Fig. 1: run 1, placement by cell class
Fill, decap, tap and diode cells in grey.
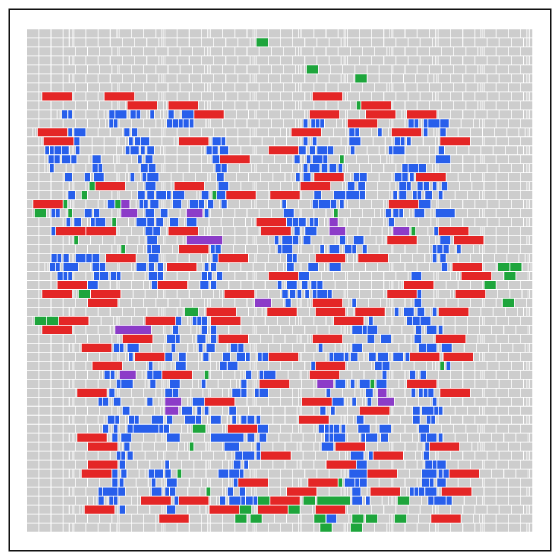
Fig. 2: run 1, PDN straps and rails
Bar = 50 µm. Pins as bars on the die edge. Tap cells in grey.
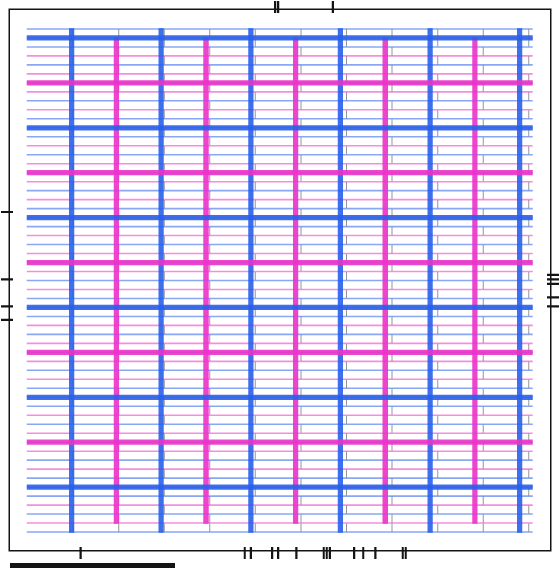
Fig. 3: run 1, routed metal per tile
33 x 33 tiles, from dark blue (low) to red (high), scaled to the fullest tile. Values are wire area over tile area, all layers added.
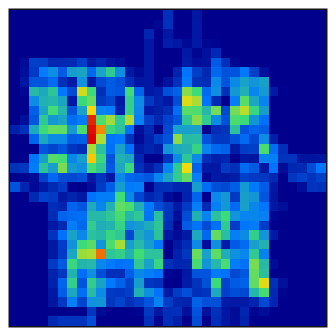
===== config.mk =====
export PLATFORM = sky130hd
export DESIGN_NAME = input_debouncer
export DESIGN_NICKNAME = d
export VERILOG_FILES = /design/src/rtl/input_debouncer.sv
export SDC_FILE = /design/constraint.sdc
export NUM_CORES = 1
export LEC_CHECK = 0
export ABC_CLOCK_PERIOD_IN_PS = 4900
export CAP_MARGIN = 5
export CELL_PAD_IN_SITES_DETAIL_PLACEMENT = 0
export CELL_PAD_IN_SITES_GLOBAL_PLACEMENT = 1
export CORE_MARGIN = 5
export CORE_UTILIZATION = 25
export CTS_BUF_LIST = sky130_fd_sc_hd__clkbuf_8
export CTS_CLUSTER_SIZE = 14
export DETAILED_ROUTE_END_ITERATION = 8
export GPL_TIMING_DRIVEN = 0
export PLACE_DENSITY = 0.53
export SYNTH_ARGS = -nofsm -noshare
export SYNTH_HDL_FRONTEND = slang
export SYNTH_SLANG_ARGS = --single-unit

===== constraint.sdc =====
create_clock -name i_clock -period 4.9 [get_ports i_clock]
set_input_delay 0.49 -clock i_clock [delete_from_list [all_inputs] [get_ports i_clock]]
set_output_delay 0.49 -clock i_clock [all_outputs]
set_load 0.01 [all_outputs]

===== src/rtl/input_debouncer.sv =====
// Multi-channel two-flop synchronizer and debouncer. Each channel has a debounced
// level and single-cycle rise/fall pulses. Every output is driven straight from a flop.
module input_debouncer #(
  parameter int WIDTH        = 4,
  parameter int STABLE_COUNT = 1250000,
  parameter int CNT_W        = 21
) (
  input  logic               i_clock,
  input  logic               i_rst,
  input  logic [WIDTH-1:0]   i_raw_in,
  output logic [WIDTH-1:0]   o_level,
  output logic [WIDTH-1:0]   o_rise,
  output logic [WIDTH-1:0]   o_fall,
  output logic [2*WIDTH-1:0] o_dbg_state
);

  typedef enum logic [1:0] {
    ST_STABLE_LO = 2'd0,
    ST_CHK_HI    = 2'd1,
    ST_STABLE_HI = 2'd2,
    ST_CHK_LO    = 2'd3
  } state_t;

  localparam logic [CNT_W-1:0] LP_LAST = CNT_W'(STABLE_COUNT - 1);

  logic [WIDTH-1:0]            r_sync1;
  logic [WIDTH-1:0]            r_sync2;
  state_t                      r_state     [WIDTH];
  state_t                      w_state_nxt [WIDTH];
  logic [WIDTH-1:0][CNT_W-1:0] r_cnt;
  logic [WIDTH-1:0][CNT_W-1:0] w_cnt_nxt;
  logic [WIDTH-1:0]            r_level;
  logic [WIDTH-1:0]            r_rise;
  logic [WIDTH-1:0]            r_fall;
  logic [WIDTH-1:0]            w_level_nxt;
  logic [WIDTH-1:0]            w_rise_nxt;
  logic [WIDTH-1:0]            w_fall_nxt;

  always_ff @(posedge i_clock or posedge i_rst) begin
    if (i_rst) begin
      r_sync1 <= '0;
      r_sync2 <= '0;
      r_cnt   <= '0;
      r_level <= '0;
      r_rise  <= '0;
      r_fall  <= '0;
      for (int i = 0; i < WIDTH; i++) begin
        r_state[i] <= ST_STABLE_LO;
      end
    end else begin
      r_sync1 <= i_raw_in;
      r_sync2 <= r_sync1;
      r_cnt   <= w_cnt_nxt;
      r_level <= w_level_nxt;
      r_rise  <= w_rise_nxt;
      r_fall  <= w_fall_nxt;
      for (int i = 0; i < WIDTH; i++) begin
        r_state[i] <= w_state_nxt[i];
      end
    end
  end

  // A single opposite sample during a check drops back to the stable state;
  // entering a check always restarts the count from zero.
  always_comb begin
    w_cnt_nxt   = r_cnt;
    w_level_nxt = r_level;
    w_rise_nxt  = '0;
    w_fall_nxt  = '0;
    for (int i = 0; i < WIDTH; i++) begin
      w_state_nxt[i] = r_state[i];
      case (r_state[i])
        ST_STABLE_LO: begin
          if (r_sync2[i]) begin
            w_state_nxt[i] = ST_CHK_HI;
            w_cnt_nxt[i]   = '0;
          end
        end
        ST_CHK_HI: begin
          if (!r_sync2[i]) begin
            w_state_nxt[i] = ST_STABLE_LO;
          end else if (r_cnt[i] == LP_LAST) begin
            w_state_nxt[i] = ST_STABLE_HI;
            w_level_nxt[i] = 1'b1;
            w_rise_nxt[i]  = 1'b1;
          end else begin
            w_cnt_nxt[i] = r_cnt[i] + CNT_W'(1);
          end
        end
        ST_STABLE_HI: begin
          if (!r_sync2[i]) begin
            w_state_nxt[i] = ST_CHK_LO;
            w_cnt_nxt[i]   = '0;
          end
        end
        ST_CHK_LO: begin
          if (r_sync2[i]) begin
            w_state_nxt[i] = ST_STABLE_HI;
          end else if (r_cnt[i] == LP_LAST) begin
            w_state_nxt[i] = ST_STABLE_LO;
            w_level_nxt[i] = 1'b0;
            w_fall_nxt[i]  = 1'b1;
          end else begin
            w_cnt_nxt[i] = r_cnt[i] + CNT_W'(1);
          end
        end
        default: begin
          w_state_nxt[i] = ST_STABLE_LO;
        end
      endcase
    end
  end

  always_comb begin
    o_dbg_state = '0;
    for (int i = 0; i < WIDTH; i++) begin
      o_dbg_state[2*i +: 2] = r_state[i];
    end
  end

  assign o_level = r_level;
  assign o_rise  = r_rise;
  assign o_fall  = r_fall;

endmodule

==> impl_metrics.toml, run 1 <==
# yosys + openroad results
[finish]
nets = 690
ff_latch_area_um2 = 2800
diodes = 0
buffers = 48
seq_cells = 112
nClkBuffers = 9
n_all_inverters = 22
fill_cells = 2451
final_core_util = 0.291
sh_comb_area = 0.428
area_delta_synth_final_pct = 15.3
comb_area_um2 = 2900

[floorplanning]
die_area_um2 = 26700
fp_util = 0.252
die_x_um = 164
fp-row-count = 56
die_h_um = 164

[worst_setup_path]
slowest_delay_ps = 800
r2r_end = "r_cnt[35]"
end_kind = "flip-flop"
start_kind = "flip-flop"
endpoint = "r_cnt[35]"
ff2ff_path_depth = 6
critical_path.max_fanout = 6
worstSetupPathDepth = 6

[cts]
postCtsSetupRepairBufs = 0
clockRootBuffer = "clkbuf_8"
cts.sinks = 112
cts_tree = "built"
clk_latency_ps = 390
cts_resized = 0

[yosys]
ys_types = 62
mux_share = 0.0308
fp_nets = 653
ys_sh_adder = 0.00850
edf_count = 0
yosys.stat.seqShare = 0.476
top_cell_area_share = 0.476
ys_ff = 112
ys_cells = 643
syn_inst = 643
syn_area_um2 = 5890
yosys_area_um2 = 5890
top_cells_by_count = "112 x dfrtp_1, 92 x nand2_1, 56 x nor2_1"

[timing]
rsz0062_at_grt = "false"
timing.slew.headroom = 0.355
min_period_over_period = 0.470
tns_ps = 0
max_freq_mhz = 434
tightest_slew_ps = 959
whs_ps = 361

[detailed_routing]
drcViolationCount = 0
via_count = 4891
first_pass_iters = 4
dr.max_layer_used = "met4"
routedLengthMet1_um = 7030
wl_per_cell_um = 14.7
drt-total-wl_um = 14700

[global_route]
grt_pass1_vias = 4968
antenna_found_initial = 0
use_met2 = 0.190
grt_max_degree = 64

[placed_design]
placed_cell_area_um2 = 6570
place_inst = 988

[min_path]
whs_path_depth = 0

[power_and_ir_drop]
clk-power_mw = 0.627
ir_drop_mv = 0.117
pg_comb_mw = 0.119
power_density_nw_per_um2 = 255
seq-power_mw = 0.988
top_power_group = "sequential cells"
total_power_mw = 1.73

[job]
cap_violations = 0

[outcome]
outcome = "complete, no violations"
Notes on Fig. 1 above:
legend:
  purple:
    class: clock drivers and dummy loads
    cells: 15
    share_of_their_area: 3.4%
  green:
    class: remaining buffers and delay cells
    cells: 48
    share_of_their_area: 5.9%
  red:
    class: sequential cells
    cells: 112
    share_of_their_area: 44%
  blue:
    class: combinational and other logic
    cells: 509
    share_of_their_area: 47%

Notes on Fig. 2 above:
legend:
  blue:
    net: VSS
  magenta:
    net: VDD
tap cells: 319
met5 straps: 11
rows: 56

Notes on Fig. 3 above:
nearly empty tiles: 38%
emptiest ninth of the die: top right
fullest tile: 0.56
mean over tiles: 0.084
tiles over half the peak: 5.5%

==> run 1 -> run 2 <==
Settings changed: ABC_CLOCK_PERIOD_IN_PS 4900 to 1880, PLACE_DENSITY 0.53 to 0.54.
Clock period 4.9 ns to 1.88 ns, I/O delays scaled along.
Fig. 4: run 2, placement view
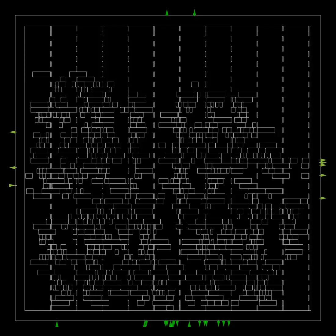
final std cells w/o fill: 1046
row count: 56
fill cell count: 2407

Fig. 5: run 2, placement by cell class
Fill, decap, tap and diode cells in grey.
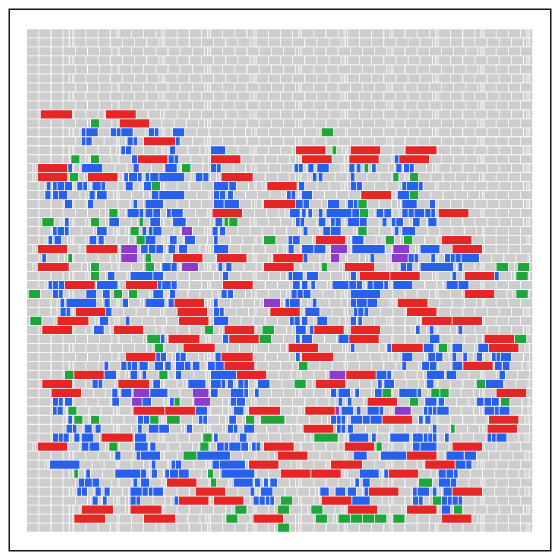
legend:
  blue:
    class: combinational and other logic
    cells: 509
    share_of_their_area: 48%
  green:
    class: remaining buffers and delay cells
    cells: 90
    share_of_their_area: 10%
  red:
    class: sequential cells
    cells: 112
    share_of_their_area: 39%
  purple:
    class: clock drivers and dummy loads
    cells: 16
    share_of_their_area: 2.7%

==> impl_metrics.toml, run 2 <==
# yosys + openroad results
[outcome]
outcome = "complete, no violations"

[global_route]
grt_pass1_vias = 4866
grt_max_degree = 40
antenna_found_initial = 0
grtUsageMet1 = 0.157
use_met2 = 0.197

[power_and_ir_drop]
power_density_nw_per_um2 = 588
ir_drop_mv = 0.309
total_power_mw = 4.46
pg_comb_mw = 0.395
seq-power_mw = 2.59
top_power_group = "sequential cells"
clk-power_mw = 1.47

[floorplanning]
die_area_um2 = 26700
die_h_um = 164
fp_util = 0.252
die_x_um = 164

[timing]
timing.slew.headroom = 0.386
fin_crit_ps = 1880
tns_ps = 0
whs_ps = 230
tightest_slew_ps = 919
min_period_over_period = 0.999
max_freq_mhz = 532
setup_violations = 0
rsz0062_at_grt = "true"

[placed_design]
place.gp.congestion = 0.809
placed_cell_area_um2 = 6580
place_inst = 989

[cts]
cts_max_level = 3
cts.sinks = 112
cts_hold_buf = 0
cts_tree = "built"
cts_resized = 40
postCtsSetupRepairBufs = 25
clockRootBuffer = "clkbuf_8"
clk_latency_ps = 390

[detailed_routing]
drt-total-wl_um = 15500
via_per_inst = 4.88
via_count = 5102
routedLengthMet1_um = 7260
dr.max_layer_used = "met4"
first_pass_iters = 5
wl_per_cell_um = 14.9
drcViolationCount = 0

[yosys]
ys_sh_adder = 0.00850
yosys_area_um2 = 5890
edf_count = 0
yosys.stat.seqShare = 0.476
top_cells_by_count = "112 x dfrtp_1, 92 x nand2_1, 56 x nor2_1"
fp_nets = 653
top_cell_area_share = 0.476
ys_sh_xor = 0.0399
ys_types = 62
syn_area_um2 = 5890
syn_area_per_cell_um2 = 9.16
ys_ff = 112
mux_share = 0.0308
ys_cells = 643
syn_inst = 643

[finish]
nets = 732
seq_cells = 112
ff_latch_area_um2 = 2830
buffers = 90
area_delta_synth_final_pct = 28.7
n_all_inverters = 22
comb_area_um2 = 3330
final_core_util = 0.325
nonClkBufAreaFrac = 0.0969
sh_comb_area = 0.440
diodes = 0
nClkBuffers = 12
final_cell_mix = "91 x nand2_1, 89 x dfrtp_1, 55 x nor2_1"

[worst_setup_path]
setup.worst_path.start = "r_cnt[0]"
start_kind = "flip-flop"
ff2ff_path_depth = 6
endpoint = "r_cnt[16]"
worstSetupPathDepth = 6
critPathTopFamily = "simple AND/OR/NAND/NOR gates"
r2r_end = "r_cnt[16]"
slowest_delay_ps = 490
cp_num_buf_inv = 0
end_kind = "flip-flop"
critical_path.max_fanout = 4

[min_path]
min_to = "r_sync1[1]"
whs_path_depth = 1

[job]
cap_violations = 0
==> run 2 -> run 3 <==
Settings changed: CORE_UTILIZATION 25 to 43, PLACE_DENSITY 0.54 to 0.82.
Fig. 6: run 3, routed metal per tile
25 x 25 tiles, from dark blue (low) to red (high), scaled to the fullest tile. Values are wire area over tile area, all layers added.
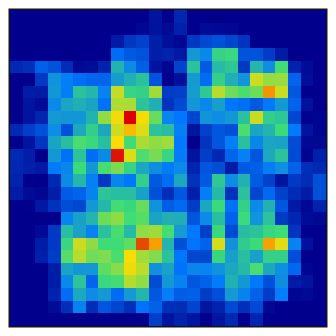
densest ninth of the die: middle
emptiest ninth of the die: top left
tiles over half the peak: 12%
nearly empty tiles: 25%

Fig. 7: run 3, placement by cell class
Fill, decap, tap and diode cells in grey.
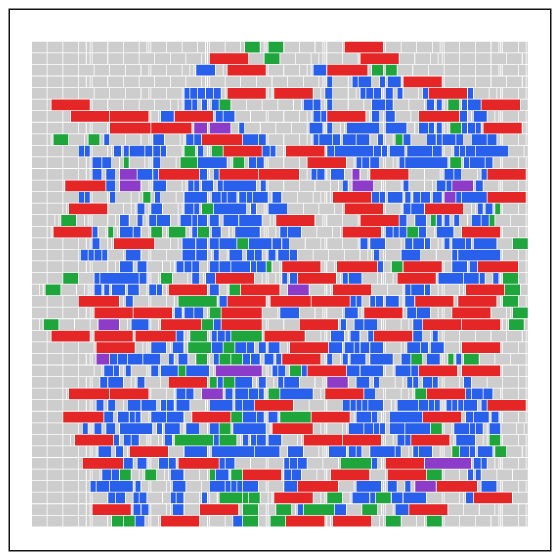
legend:
  blue:
    class: combinational and other logic
    cells: 509
    share_of_their_area: 47%
  purple:
    class: clock drivers and dummy loads
    cells: 16
    share_of_their_area: 3.1%
  green:
    class: remaining buffers and delay cells
    cells: 91
    share_of_their_area: 11%
  red:
    class: sequential cells
    cells: 112
    share_of_their_area: 39%

==> impl_metrics.toml, run 3 <==
# yosys + openroad results
[outcome]
outcome = "finished, violations left"
violations = "setup timing"

[finish]
final_cell_mix = "87 x dfrtp_1, 82 x nand2_1, 54 x nor2_1"
final_core_util = 0.564
clk_share = 0.0299
nets = 733
nClkBuffers = 9
fin_cells = 904
area_delta_synth_final_pct = 27.8
ff_latch_area_um2 = 2830
sh_comb_area = 0.445
nonClkBufAreaFrac = 0.108
seq_cells = 112
diodes = 0
comb_area_um2 = 3350
fill_cells = 1145
drive_above_1_share = 0.247
n_all_inverters = 22
buffers = 91

[placed_design]
placed_cell_area_um2 = 6420
place.gp.congestion = 0.890

[yosys]
syn_area_um2 = 5890
top_cells_by_count = "112 x dfrtp_1, 92 x nand2_1, 56 x nor2_1"
yosys_area_um2 = 5890
mux_share = 0.0308
ys_sh_adder = 0.00850
syn_area_per_cell_um2 = 9.16
ys_cells = 643
yosys.stat.seqShare = 0.476
fp_nets = 653
ys_types = 62
syn_inst = 643
ys_ff = 112
ys_sh_xor = 0.0399

[cts]
cts_max_level = 3
cts_hold_buf = 0
clockRootBuffer = "clkbuf_8"
clk_latency_ps = 410
cts_tree = "built"

[timing]
whs_ps = 85.2
layout_setup_ws_ps = -18.1
fin_crit_ps = 1900
tightest_slew_ps = 645
timing.slew.headroom = 0.569
max_freq_mhz = 527
setup_violations = 12
tns_ps = -118
rsz0062_at_grt = "true"

[detailed_routing]
first_pass_iters = 5
wl_per_cell_um = 16.5
drt-total-wl_um = 14900
via_count = 5258
drcViolationCount = 0
routedLengthMet1_um = 6650
via_per_inst = 5.82
dr.max_layer_used = "met4"

[worst_setup_path]
r2r_end = "r_cnt[2]"
worstSetupPathDepth = 9
end_kind = "flip-flop"
critical_path.max_fanout = 5
endpoint = "r_cnt[2]"
ff2ff_path_depth = 9
start_kind = "flip-flop"
setup.worst_path.start = "r_cnt[1]"
critPathTopFamily = "buffers and inverters"
slowest_delay_ps = 370
reg2reg_from = "r_cnt[1]"

[global_route]
grt_max_degree = 43
grtUsageMet1 = 0.245
use_met2 = 0.288
antenna_found_initial = 0
grt_pass1_vias = 4911

[floorplanning]
fp-row-count = 42
die_h_um = 127
die_x_um = 127
fp_util = 0.441

[power_and_ir_drop]
seq-power_mw = 2.58
top_power_group = "sequential cells"
ir_drop_mv = 0.484
power_density_nw_per_um2 = 619
p_sw_mw = 1.24
pg_comb_mw = 0.415
clk-power_mw = 1.66
total_power_mw = 4.66

==> gallery <==
Port wiring.
Bar = 50 µm.
picture 1
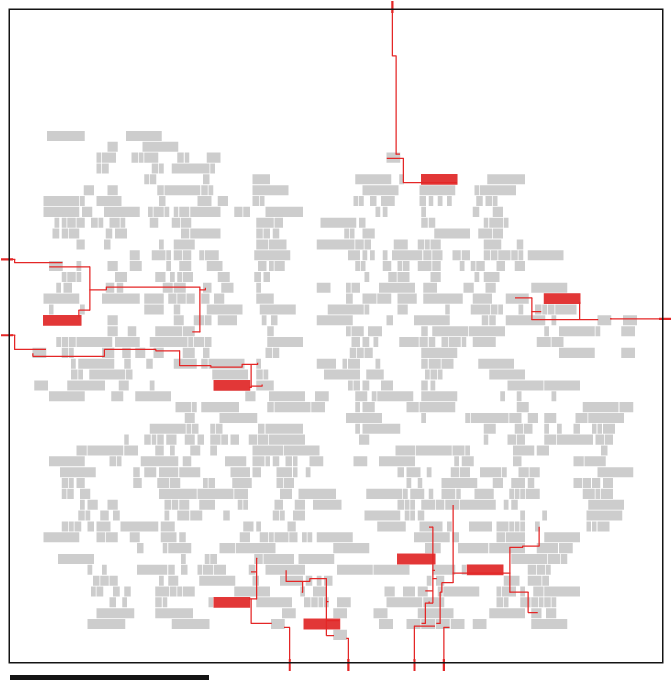
picture 2
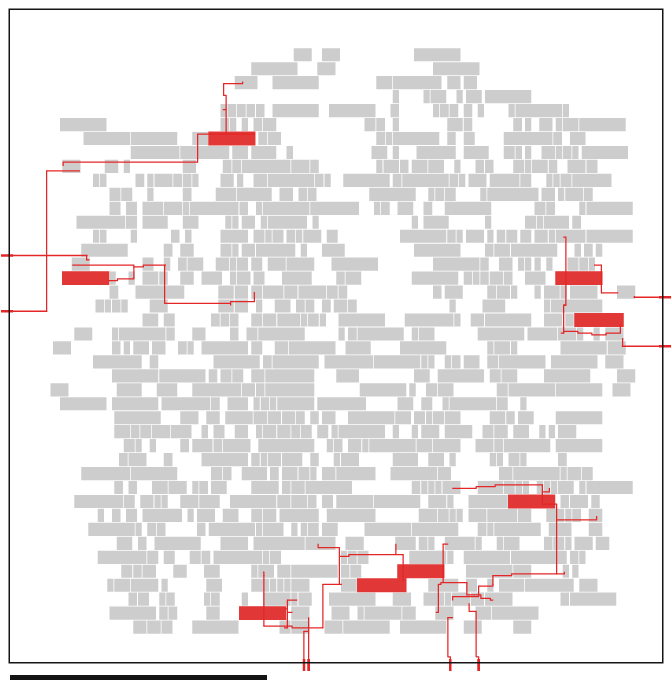
picture 1: run 2
picture 2: run 3

